Fig. 1: cells by drive strength
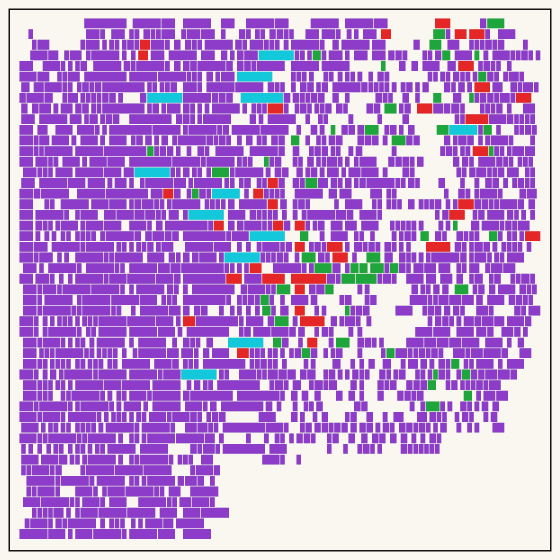
Fig. 2: nets reached from selected ports
Bar = 50 um.
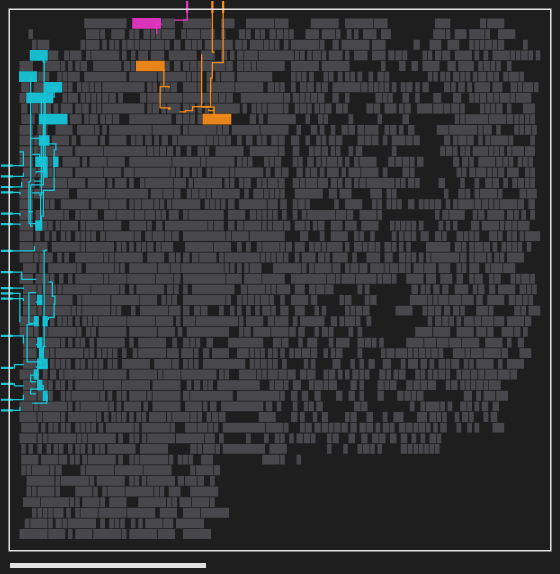
Fig. 3: metal layers overlaid
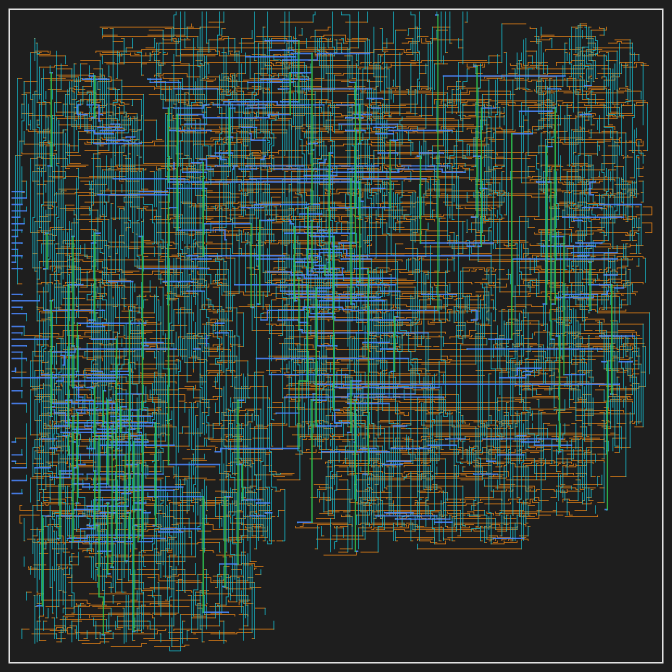
Fig. 4: cell placement
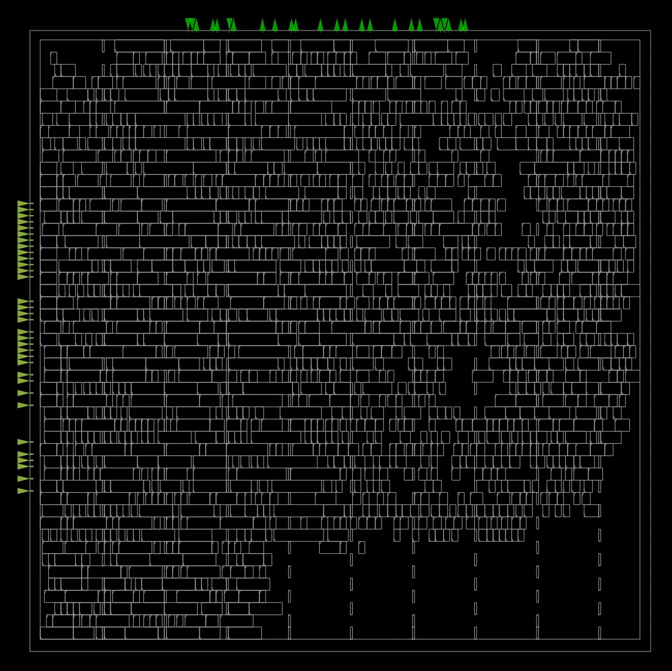
Fig. 5: cell classes on the final placement
Fill, decap, tap and diode cells in gray.
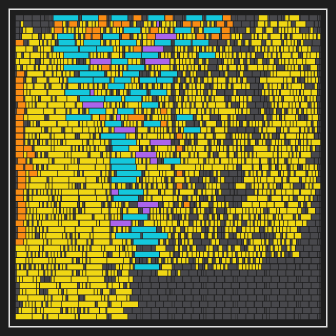
--- config.mk ---
export PLATFORM = sky130hd
export DESIGN_NAME = fp_mac_acc_pipe_flat
export DESIGN_NICKNAME = d
export VERILOG_FILES = /design/src/rtl/fp_mac_acc_pipe_if.sv /design/src/rtl/fp_mac_acc_pipe.sv /design/src/flat_wrapper.sv
export SDC_FILE = /design/constraint.sdc
export NUM_CORES = 1
export LEC_CHECK = 0
export ABC_AREA = 1
export CORE_MARGIN = 2
export CORE_UTILIZATION = 63
export CTS_CLUSTER_DIAMETER = 50
export CTS_CLUSTER_SIZE = 10
export DETAILED_ROUTE_END_ITERATION = 12
export PLACE_DENSITY = 0.95
export REMOVE_ABC_BUFFERS = 1
export SYNTH_ARGS = -nofsm -noshare
export SYNTH_HDL_FRONTEND = slang
export SYNTH_SLANG_ARGS = --single-unit
--- constraint.sdc ---
create_clock -name clk -period 14.8 [get_ports clk]
set_input_delay 2.96 -clock clk [delete_from_list [all_inputs] [get_ports clk]]
set_output_delay 2.96 -clock clk [all_outputs]
set_load 0.03 [all_outputs]
--- src/rtl/fp_mac_acc_pipe_if.sv ---
// Operand/result stream bundle for the floating-point MAC engine.
// The master drives operand beats and result acceptance; the slave is the engine.
interface fp_mac_acc_pipe_if #(
  parameter int EXP_W = 5,
  parameter int MAN_W = 10
);
  localparam int W = 1 + EXP_W + MAN_W;

  logic         in_valid;
  logic         in_ready;
  logic [W-1:0] in_a;
  logic [W-1:0] in_b;
  logic         in_first;
  logic         in_last;
  logic         out_valid;
  logic         out_ready;
  logic [W-1:0] out_sum;
  logic [1:0]   out_flags;

  modport master (
    output in_valid, in_a, in_b, in_first, in_last, out_ready,
    input  in_ready, out_valid, out_sum, out_flags
  );

  modport slave (
    input  in_valid, in_a, in_b, in_first, in_last, out_ready,
    output in_ready, out_valid, out_sum, out_flags
  );
endinterface

--- src/rtl/fp_mac_acc_pipe.sv ---
// Two-stage floating-point multiply-accumulate engine for dot products.
// Stage 1 forms the normalised product, stage 2 aligns it against the
// accumulator, adds, renormalises and either keeps or emits the sum.
// Format: {sign, exp, man}, no subnormals, exp 0 = zero, all-ones exp = max
// finite, truncation toward zero, saturation on overflow, flush on underflow.
module fp_mac_acc_pipe #(
  parameter int EXP_W = 5,
  parameter int MAN_W = 10,
  parameter int GRD_W = 3
) (
  input  logic               clk,
  input  logic               rst,
  fp_mac_acc_pipe_if.slave   bus
);
  localparam int W      = 1 + EXP_W + MAN_W;
  localparam int M      = MAN_W + 1 + GRD_W;   // significand incl. hidden bit and guards
  localparam int XW     = EXP_W + 2;           // signed intermediate exponent width
  localparam int PW     = 2 * (MAN_W + 1);     // raw product width
  localparam int LZ_W   = $clog2(M + 2);
  localparam int RW     = 2 + 1 + EXP_W + M;   // {ovf, unf, s, e, m}
  localparam logic signed [XW-1:0] BIAS_S   = XW'(2**(EXP_W-1) - 1);
  localparam logic signed [XW-1:0] EMAX_S   = XW'(2**EXP_W - 2);
  localparam logic signed [XW-1:0] ONE_S    = XW'(1);
  localparam logic [EXP_W-1:0]     EMAX_U   = EXP_W'(2**EXP_W - 2);
  localparam logic [EXP_W-1:0]     SH_MAX_U = EXP_W'(MAN_W + GRD_W + 2);

  // Map an all-ones exponent onto the largest finite value; returns {exp, man}.
  function automatic logic [W-2:0] f_clamp_in(input logic [W-1:0] x);
    if (&x[W-2 -: EXP_W]) return {EMAX_U, {MAN_W{1'b1}}};
    return x[W-2:0];
  endfunction

  // Saturate / flush a normalised value and report {ovf, unf} alongside it.
  function automatic logic [RW-1:0] f_sat(input logic s, input logic signed [XW-1:0] e,
                                          input logic [M-1:0] m, input logic z);
    if (z)            return '0;
    if (e > EMAX_S)   return {2'b10, s, EMAX_U, {M{1'b1}}};
    if (e < ONE_S)    return {2'b01, 1'b0, {EXP_W{1'b0}}, {M{1'b0}}};
    return {2'b00, s, e[EXP_W-1:0], m};
  endfunction

  // Leading-zero count of the unnormalised adder result.
  function automatic logic [LZ_W-1:0] f_lzc(input logic [M:0] v);
    logic [LZ_W-1:0] n;
    logic            found;
    n     = '0;
    found = 1'b0;
    for (int i = M; i >= 0; i--) begin
      if (!found) begin
        if (v[i]) found = 1'b1;
        else      n     = n + 1'b1;
      end
    end
    return n;
  endfunction

  // ---------------- control ----------------
  logic             r_run;
  logic             r_vld_p1;
  logic             r_first_p1;
  logic             r_last_p1;
  logic             r_out_vld;
  logic [W-1:0]     r_out_sum;
  logic [1:0]       r_out_fl;
  logic             r_acc_s;
  logic [EXP_W-1:0] r_acc_e;
  logic [M-1:0]     r_acc_m;
  logic [1:0]       r_acc_fl;

  logic w_stall;
  logic w_s2_fire;
  logic w_accept;

  // A last beat cannot retire while an unaccepted result occupies the output.
  assign w_stall       = r_vld_p1 & r_last_p1 & r_out_vld & ~bus.out_ready;
  assign w_s2_fire     = r_vld_p1 & ~w_stall;
  assign bus.in_ready  = r_run & ~rst & ~w_stall;
  assign w_accept      = bus.in_valid & bus.in_ready;
  assign bus.out_valid = r_out_vld;
  assign bus.out_sum   = r_out_sum;
  assign bus.out_flags = r_out_fl;

  // ---------------- stage 1: product ----------------
  logic [W-2:0]           w_a_c;
  logic [W-2:0]           w_b_c;
  logic [PW-1:0]          w_prod;
  logic [M-1:0]           w_pm;
  logic signed [XW-1:0]   w_pe;
  logic                   w_pz;
  logic [RW-1:0]          w_p_pack;

  assign w_a_c  = f_clamp_in(bus.in_a);
  assign w_b_c  = f_clamp_in(bus.in_b);
  assign w_prod = {{(MAN_W+1){1'b0}}, 1'b1, w_a_c[MAN_W-1:0]}
                * {{(MAN_W+1){1'b0}}, 1'b1, w_b_c[MAN_W-1:0]};
  // Product lies in [1,4): a carry into the top bit means normalise right by one.
  assign w_pm   = w_prod[PW-1] ? w_prod[PW-1 -: M] : w_prod[PW-2 -: M];
  assign w_pe   = $signed({2'b00, w_a_c[W-2 -: EXP_W]}) + $signed({2'b00, w_b_c[W-2 -: EXP_W]})
                - BIAS_S + $signed({{(XW-1){1'b0}}, w_prod[PW-1]});
  assign w_pz   = (bus.in_a[W-2 -: EXP_W] == '0) | (bus.in_b[W-2 -: EXP_W] == '0);
  assign w_p_pack = f_sat(bus.in_a[W-1] ^ bus.in_b[W-1], w_pe, w_pm, w_pz);

  logic             r_s_p1;
  logic [EXP_W-1:0] r_e_p1;
  logic [M-1:0]     r_m_p1;
  logic [1:0]       r_fl_p1;

  // Capture the saturated product of each accepted beat.
  always_ff @(posedge clk) begin
    if (w_accept) begin
      r_first_p1 <= bus.in_first;
      r_last_p1  <= bus.in_last;
      r_s_p1     <= w_p_pack[RW-3];
      r_e_p1     <= w_p_pack[M+EXP_W-1 -: EXP_W];
      r_m_p1     <= w_p_pack[M-1:0];
      r_fl_p1    <= w_p_pack[RW-1 -: 2];
    end
  end

  // ---------------- stage 2: align, add, normalise ----------------
  logic             w_as;
  logic [EXP_W-1:0] w_ae;
  logic [M-1:0]     w_am;
  logic             w_p_big;
  logic             w_big_s, w_sml_s;
  logic [EXP_W-1:0] w_big_e, w_sml_e, w_d;
  logic [M-1:0]     w_big_m, w_sml_m, w_sml_sh;
  logic [M:0]       w_raw;
  logic [LZ_W-1:0]  w_lz;
  logic [M:0]       w_norm;
  logic signed [XW-1:0] w_se;
  logic [RW-1:0]    w_sum_pack;
  logic [1:0]       w_fl_new;

  // A first beat sees +0 in place of whatever the accumulator holds.
  assign w_as = r_first_p1 ? 1'b0 : r_acc_s;
  assign w_ae = r_first_p1 ? '0   : r_acc_e;
  assign w_am = r_first_p1 ? '0   : r_acc_m;

  assign w_p_big  = {r_e_p1, r_m_p1} >= {w_ae, w_am};
  assign w_big_s  = w_p_big ? r_s_p1 : w_as;
  assign w_big_e  = w_p_big ? r_e_p1 : w_ae;
  assign w_big_m  = w_p_big ? r_m_p1 : w_am;
  assign w_sml_s  = w_p_big ? w_as   : r_s_p1;
  assign w_sml_e  = w_p_big ? w_ae   : r_e_p1;
  assign w_sml_m  = w_p_big ? w_am   : r_m_p1;
  assign w_d      = w_big_e - w_sml_e;
  assign w_sml_sh = (w_d > SH_MAX_U) ? '0 : (w_sml_m >> w_d);
  assign w_raw    = (w_big_s == w_sml_s) ? ({1'b0, w_big_m} + {1'b0, w_sml_sh})
                                         : ({1'b0, w_big_m} - {1'b0, w_sml_sh});
  assign w_lz     = f_lzc(w_raw);
  assign w_norm   = w_raw << w_lz;
  // Bit M of w_raw carries weight 2**(big_e+1); each leading zero drops one.
  assign w_se     = $signed({2'b00, w_big_e}) + ONE_S - $signed({{(XW-LZ_W){1'b0}}, w_lz});
  assign w_sum_pack = f_sat(w_big_s, w_se, w_norm[M:1], w_raw == '0);
  assign w_fl_new = (r_first_p1 ? 2'b00 : r_acc_fl) | r_fl_p1 | w_sum_pack[RW-1 -: 2];

  // Pipe valid, accumulator and result register; a last beat emits and clears the sum.
  always_ff @(posedge clk) begin
    if (rst) begin
      r_run     <= 1'b0;
      r_vld_p1  <= 1'b0;
      r_out_vld <= 1'b0;
      r_out_sum <= '0;
      r_out_fl  <= '0;
      r_acc_s   <= 1'b0;
      r_acc_e   <= '0;
      r_acc_m   <= '0;
      r_acc_fl  <= '0;
    end else begin
      r_run <= 1'b1;
      if (!w_stall) r_vld_p1 <= w_accept;
      if (w_s2_fire) begin
        if (r_last_p1) begin
          r_acc_s  <= 1'b0;
          r_acc_e  <= '0;
          r_acc_m  <= '0;
          r_acc_fl <= '0;
        end else begin
          r_acc_s  <= w_sum_pack[RW-3];
          r_acc_e  <= w_sum_pack[M+EXP_W-1 -: EXP_W];
          r_acc_m  <= w_sum_pack[M-1:0];
          r_acc_fl <= w_fl_new;
        end
      end
      if (w_s2_fire && r_last_p1) begin
        r_out_vld <= 1'b1;
        r_out_sum <= {w_sum_pack[RW-3], w_sum_pack[M+EXP_W-1 -: EXP_W], w_sum_pack[M-2 -: MAN_W]};
        r_out_fl  <= w_fl_new;
      end else if (bus.out_ready) begin
        r_out_vld <= 1'b0;
      end
    end
  end

  // Bits dropped by truncation.
  logic w_unused;
  assign w_unused = ^{w_norm[0], w_prod[PW-M-2:0]};
endmodule
--- src/flat_wrapper.sv ---
// flat-port wrapper written by rule: the top's interface ports become plain ports
module fp_mac_acc_pipe_flat 
#(
  parameter int EXP_W = 5,
  parameter int MAN_W = 10,
  parameter int GRD_W = 3
)
  (clk, rst, bus_in_valid, bus_in_a, bus_in_b, bus_in_first, bus_in_last, bus_out_ready, bus_in_ready, bus_out_valid, bus_out_sum, bus_out_flags);
  fp_mac_acc_pipe_if #(.EXP_W(EXP_W), .MAN_W(MAN_W)) bus_i ();
  input  logic clk;
  input  logic rst;
  input wire logic [$bits(bus_i.in_valid)-1:0] bus_in_valid;
  input wire logic [$bits(bus_i.in_a)-1:0] bus_in_a;
  input wire logic [$bits(bus_i.in_b)-1:0] bus_in_b;
  input wire logic [$bits(bus_i.in_first)-1:0] bus_in_first;
  input wire logic [$bits(bus_i.in_last)-1:0] bus_in_last;
  input wire logic [$bits(bus_i.out_ready)-1:0] bus_out_ready;
  output wire logic [$bits(bus_i.in_ready)-1:0] bus_in_ready;
  output wire logic [$bits(bus_i.out_valid)-1:0] bus_out_valid;
  output wire logic [$bits(bus_i.out_sum)-1:0] bus_out_sum;
  output wire logic [$bits(bus_i.out_flags)-1:0] bus_out_flags;
  assign bus_i.in_valid = bus_in_valid;
  assign bus_i.in_a = bus_in_a;
  assign bus_i.in_b = bus_in_b;
  assign bus_i.in_first = bus_in_first;
  assign bus_i.in_last = bus_in_last;
  assign bus_i.out_ready = bus_out_ready;
  assign bus_in_ready = bus_i.in_ready;
  assign bus_out_valid = bus_i.out_valid;
  assign bus_out_sum = bus_i.out_sum;
  assign bus_out_flags = bus_i.out_flags;
  fp_mac_acc_pipe #(.EXP_W(EXP_W), .MAN_W(MAN_W), .GRD_W(GRD_W)) u_core (.clk(clk), .rst(rst), .bus(bus_i));
endmodule
==> flow_summary.yaml <==
# synthesis and place-and-route metrics
sta:
  finalSetupTns_ps: 0
  worst_pin_slew_ps: 946
  holdWs_ps: 483
  fin_worst_skew_ps: 12.9
  fmax_mhz: 72.8
  finalMaxSlewViolations: 0
  final-setup-viol-count: 0
  period_used_pct: 92.8
  fin_crit_ps: 13740
  maxSlewHeadroom_pct: 36.7
  hold_viol_final: 0
critical_path:
  critPathKind: "input pin to register"
  r2r_slack_ps: 1110
  endpoint_kind: "register"
  startpoint_type: "input pin"
  worstPathArrival_ps: 13930
  max_stage_delay_ps: 700
  crit_top_cell: "inv_1"
  worstPathMaxFanout: 17
  slowest_stage: "nor2_1"
  r2r_start: "u_core.r_first_p1$_DFFE_PP_"
  cp.required_ps: 14990
  r2r_cells: 79
  reg2reg_to: "u_core.r_acc_m[0]$_SDFFE_PP0P_"
logic_synthesis:
  ys_seq_elements: 67
  synth-warning-count: 0
  ys_top_logic_family: "simple AND/OR/NAND/NOR gates"
  synthMuxAreaShare_pct: 0
  synthXorXnorAreaFrac_pct: 4.64
  yosys_area_mm2: 0.0113
  netlist_instances: 1681
  adder_share_pct: 27.3
  ys_types: 54
  yosysSeqAreaShare_pct: 14.0
  synthTopCellsByCount: "422 x nand2_1, 268 x inv_1, 146 x nand3_1"
  synth-simple-area-share_pct: 31.7
  syn_area_per_cell_um2: 6.74
  top_cell: "nand2_1"
  topCellsByArea: "fa_1 14%, nand2_1 14%, ha_1 13%, inv_1 8.9%, dfxtp_1 7.6%"
  synth_area_mm2: 0.0113
  edf_count: 24
  yosysCellCount: 1681
  async_reset_ff_share_pct: 0
  synthAoiAreaFrac_pct: 10.8
  top_area_cell: "fa_1"
  ys.flop_type: "dfxtp_1"
  yosysTopAreaCellShare_pct: 14.5
clock_network:
  cts_root_buf: "clkbuf_16"
  ctsHtreeMaxLevel: 3
  clock_path_buffers: 2
  ctsHoldBuffers: 0
  clock_latency_ps: 340
  cts_num_sinks: 67
  cts_buffers: 9
  clkTransAtPathRegs_ps: 60
  cts_tree: "yes"
route:
  wl_met1_um: 12400
  drtPass1Iterations: 7
  viasPerCell: 5.92
  wl_met3_um: 2330
  drc: 0
  met2_length_um: 15900
  drt-initial-drc-count: 1270
  drtAntennaViolNets: 0
global_routing:
  grt_overflow: 0
  grt_pass1_wl_um: 53000
  grtUsageMet1_pct: 39.2
  grt_util_met3_pct: 4.57
  grt_pass1_vias: 11483
  antenna_found_initial: 0
  top_usage_layer: "met2"
  met2_usage_pct: 58.5
layout:
  n_antenna_cell: 0
  largestClassByArea: "combinational gates"
  comb_cells: 1284
  largest_reg_flops: 16
  buf_share_pct: 5.43
  nets: 1953
  combGateArea_mm2: 0.00848
  fill_cells: 1441
  nonClockInverterCount: 286
  clock_tree_area_fraction_pct: 2.38
  sh_comb_area_pct: 68.4
  drive_gt1_share_pct: 5.92
  regArea_mm2: 0.00158
  clkbuf_count: 10
placed_design:
  placed_cells: 1925
  place_congestion: 1.00
  hpwl_um: 25800
  dpl_cell_area_mm2: 0.0120
  place_ws_ps: 494
flow_run:
  cap_violations: 0
  warning_count: 28
die:
  coreArea_mm2: 0.0178
  fp.dieH_um: 138
  core_util_floorplan_pct: 63.7
  dieArea_mm2: 0.0191
  die_x_um: 138
  core.rowCount: 49
status:
  outcome: "complete, no violations"
hold_path:
  min_to: "u_core.r_acc_fl[0]$_SDFFE_PP0P_"
  hold_start: "u_core.r_acc_fl[0]$_SDFFE_PP0P_"
  worstHoldPathCells: 2
  hp-class: "register to register"
About Fig. 1:
[_2 cells] green | cells: 53
[_6 and larger] cyan | cells: 12
[_0 and _1 cells] purple | cells: 1620
[_3 and _4 cells] red | cells: 37
Buffers excl. clock: 69
Area Growth Syn to Fin: 9.48%
post-route cell area: 0.0124 mm^2
worst setup margin: 1060 ps

About Fig. 2:
[`bus_out_flags`] orange | bits: 2 | direction: output | edge: top | end cells: 2 | buffers: 2 | wire: 88.1 um
[`bus_in_b`] cyan | bits: 16 | direction: input | edge: left | end cells: 21 | buffers: 16 | wire: 357 um
[`bus_out_valid`] magenta | bits: 1 | direction: output | edge: top | end cells: 1 | buffers: 1 | wire: 10.0 um
Buffers on Ports: 57
IO Count: 58

About Fig. 3:
[metal 4] green | wire length: 1740 um
[metal 3] blue | wire length: 2330 um
[metal 1] orange | wire length: 12400 um
[metal 2] cyan | wire length: 15900 um
GRT Total Usage: 33.2%
via count: 11544
routed len/inst: 16.6 um
final WL: 32400 um

About Fig. 4:
Seq area share: 12.8%
flop count: 67
final core occ: 69.7%
n_taps: 229

About Fig. 5:
[other buffers and delay cells] orange | cells: 69
[clock drivers and dummy loads] purple | cells: 16
[combinational and other logic] yellow | cells: 1570
[flops] cyan | cells: 67

worst max-delay path, delay by kind of cell:
kind	cells	cell delay [ps]
fa+ha+maj	8	2980
simple gates	14	2790
compound gates	14	2580
buf+inv	14	2330
xor+xnor	2	270
worst max-delay path by stage:
stage | startpoint | end | slack (ps) | cells past startpoint
detailed placement | u_core.r_first_p1$_DFFE_PP_ | u_core.r_acc_e[2]$_SDFFE_PP0P_ | 490 | 83
floorplan | u_core.r_first_p1$_DFFE_PP_ | u_core.bus.out_flags[0]$_SDFFE_PP0P_ | 2220 | 81
global placement | u_core.r_first_p1$_DFFE_PP_ | u_core.r_acc_e[1]$_SDFFE_PP0P_ | 1010 | 82
CTS | u_core.r_first_p1$_DFFE_PP_ | u_core.r_acc_s$_SDFFE_PP0P_ | 410 | 81
finish | bus_in_a[11] | u_core.r_m_p1[2]$_SDFFCE_PP0P_ | 1060 | 52
global route | u_core.r_first_p1$_DFFE_PP_ | u_core.r_acc_m[2]$_SDFFE_PP0P_ | -20 | 82
placed cells by master, fill, tap and decap left out, types with 7 or more instances in the layout:
cell	count
nand2_1	421
inv_1	268
nand3_1	146
nor2_1	144
ha_1	114
a21oi_1	89
fa_1	82
o21ai_0	63
clkdlybuf4s50_1	57
dfxtp_1	43
xor2_1	37
edfxtp_1	24
xnor2_1	23
o21ai_1	21
nand4_1	19
nand2_2	15
nor3_1	13
nand3_2	11
buf_4	11
inv_2	9
clkbuf_16	9
o211ai_1	8
o21bai_1	8
nor2_4	7
nand2_4	7
timing repair:
action                                  in CTS  in global routing
setup buffers                                0                  7
resized                                      0                 11
endpoints found under the setup margin       0                 40
